### Wires at chosen ports, followed through buffers

Scale: 3 px per um.
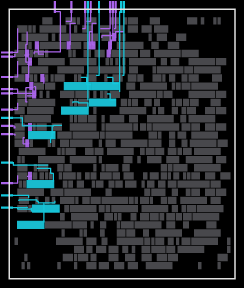
### Placement density heat map

Scale: 4 px per um. 7 x 9 tiles, from dark blue (low) to red (high), 0 to 100% covered.
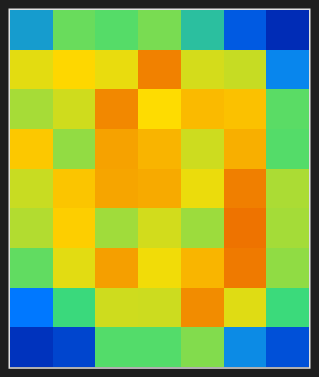
### M1 wires

Scale: 6 px per um. Supply wires on this layer in grey. Cells faint in the background.
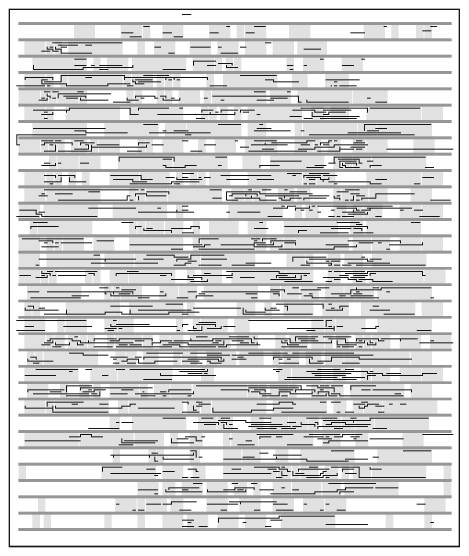
### Placement view

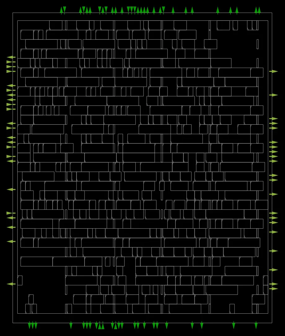
==> config.mk <==
export PLATFORM = sky130hd
export DESIGN_NAME = muap_frame_tx
export DESIGN_NICKNAME = d
export VERILOG_FILES = /design/src/rtl/muap_frame_tx.sv
export SDC_FILE = /design/constraint.sdc
export NUM_CORES = 1
export LEC_CHECK = 0
export CORE_ASPECT_RATIO = 1.2
export CORE_UTILIZATION = 51
export DETAILED_ROUTE_END_ITERATION = 6
export PLACE_DENSITY_LB_ADDON = 0.25
export SLEW_MARGIN = 20
export SYNTH_ARGS = -nofsm -noshare
export SYNTH_HDL_FRONTEND = slang
export SYNTH_SLANG_ARGS = --single-unit
==> constraint.sdc <==
create_clock -name clk -period 3.5 [get_ports clk]
set_input_delay 0.35 -clock clk [delete_from_list [all_inputs] [get_ports clk]]
set_output_delay 0.35 -clock clk [all_outputs]
set_load 0.02 [all_outputs]
==> flow_summary.yaml <==
# generated from flow reports
yosys:
  synth-edff-count: 0
  ys_sh_mux: 0.00309
  ys_seq_share: 0.525
  synth_stat.cells: 324
  ys_ff: 68
  topCellsByArea: "dfrtp_1, nand2_1, xnor2_1, nand4_1, xor2_1"
  yosys.area.top_type: "dfrtp_1"
  synthArstFlopShare: 1.00
  synth.cell_area_um2: 3240
  ys.flop_type: "dfrtp_1"
  ys_sh_xor: 0.0997
  ys_top_cells_by_count: "nand2_1, dfrtp_1, nand4_1, xnor2_1, buf_4"
  yosysTopAreaCellShare: 0.525
  adder_share: 0.0116
  netlist_instances: 324
  synthAoiAreaFrac: 0.0124
  logic_family: "simple AND/OR/NAND/NOR gates"
  synth-simple-area-share: 0.289
  yosysWarnings: 0
  netlist-cell-type-count: 39
  most_common_cell: "nand2_1"
  syn_avg_cell_area_um2: 10.0
  ys_area_um2: 3240
timing:
  setup_tns_ps: 0
  slew_headroom: 0.309
  finalSetupViolCount: 0
  finalCriticalPeriod_ps: 2280
  rsz0062_at_grt: "no"
  setup_slack_ps: 1220
  final_max_slew_viol_count: 0
  fin_skew_ps: 8.82
  hold_viol: 0
  timing.final.crit_share: 0.651
  fmax_mhz: 439
  tightest_slew_ps: 1030
  timing.hold.ws_ps: 473
global_route:
  use_met3: 0.0586
  grt.busiest_layer: "met2"
  grt_usage: 0.228
  grt_pass1_vias: 2408
  grt_overflow: 0
  grt_max_degree: 69
  grt_pass1_wl_um: 11400
  met2_usage: 0.379
  antenna_found_initial: 0
power:
  p_int_mw: 1.40
  cellPowerDensity_nw_per_um2: 464
  p_comb_frac: 0.189
  seqPwrFrac: 0.480
  top_power_group: "registers"
  power_leakage_nw: 1.94
  p_sw_uw: 571
  clk-power_uw: 654
  pg_comb_uw: 373
  finalPower_mw: 1.97
  p_clk_frac: 0.331
  irDropWorstVdd_mv: 0.326
  pwr.group.sequential_uw: 948
  switching_share: 0.289
worst_setup_path:
  cp.arrival_ps: 2500
  path_class: "register to register"
  reg2reg_depth: 5
  critPathRequiredTime_ps: 3720
  critPathMaxFanout: 7
  r2r_slack_ps: 1220
  end_kind: "register"
  start_kind: "register"
worst_hold_path:
  hold_class: "register to register"
  whs_path_depth: 1
detailed_routing:
  dr.pass1.iters: 4
  top_layer: "met4"
  wl_met2_um: 3590
  drt_iter0_drc: 156
  wire_per_inst_um: 14.1
  met1_length_um: 2950
  routed-wl-met3_um: 316
  drtAntennaViolNets: 0
  drc: 0
  viasPerCell: 5.21
layout:
  fill_cells: 503
  final_common_cell: "nand2_1"
  final_area_um2: 4260
  syn_to_final_growth_pct: 31.4
  final_nets: 432
  antennaDiodeCount: 0
  final_cell_mix: "nand2_1, clkdlybuf4s50_1, dfrtp_1"
  drive_gt1_frac: 0.0775
  largest_register_ff_count: 32
clocking:
  cts_setup_buffers: 0
  cts_resized: 0
  cts_tree: "built"
  clk_latency_ps: 340
  cts-root-buf: "clkbuf_8"
  clock-sinks: 68
  h-tree-depth: 3
  clk_pin_slew_ps: 70
  cts_buffer_depth: 2
  cts_buffers: 9
  cts_hold_buf: 0
floorplanning:
  die_area_um2: 6680
  fp.dieH_um: 89.3
  dieWidth_um: 74.8
placement:
  place_area_um2: 4060
  dp_slack_ps: 983
  gp_congestion: 0.826
  place.detailed.hpwl_um: 4910
  dp_cells: 479
job:
  drv_cap: 0
  warnings: 27
outcome:
  status: "complete, no violations"
## Picture notes: 'Wires at chosen ports, followed through buffers'
port	colour	bits	direction	end cells	buffers	wire
s_data	purple	16	input	16	16	202 um
m_ch	cyan	8	output	8	8	222 um
IO buf count: 81
I/O pin count: 98

## Picture notes: 'Placement density heat map'
fullest tile	87%
mean over tiles	62%
tiles over 75% full	30%
core area: 6090 um^2
floorplan utilization: 0.532
Final Util: 0.699

## Picture notes: 'M1 wires'
nets with wire on the layer	360
share of all routed wire	42%
wire length on this layer	2950 um
longest straight run	23.5 um
main direction	horizontal
Routed WL: 6990 um
met1 Track Usage GR: 0.283
Via Count: 2579

## Picture notes: 'Placement view'
Rows: 31
Flop Count: 68
flop share of the area: 0.400
final std cells w/o fill: 495

[layout make-up]
type                            count  area [um^2]  area share
Sequential cell                    68         1700       0.400
Multi-Input combinational cell    242         1410       0.331
Timing Repair Buffer               83          826       0.194
Clock buffer                       12          155      0.0364
Tap cell                           82          103      0.0241
Clock inverter                      4         47.5      0.0112
Inverter                            4         15.0     0.00353
[critical path, cell delays in order, from the launching register on]
cell and delay [ps]:
dfrtp_1 370, ha_1 240, nand4_4 160, or4_1 660, or4_4 580, xnor2_2 140
[cell families after synthesis]
logic type | count (synthesis)
other | 1
AOI/OAI and AO/OA | 7
buffers and inverters | 29
DFF | 68
adders and majority gates | 3
muxes | 1
and+or+nand+nor | 179
xor gates and xnor gates | 36
Power is estimated from default activity; no workload was simulated.
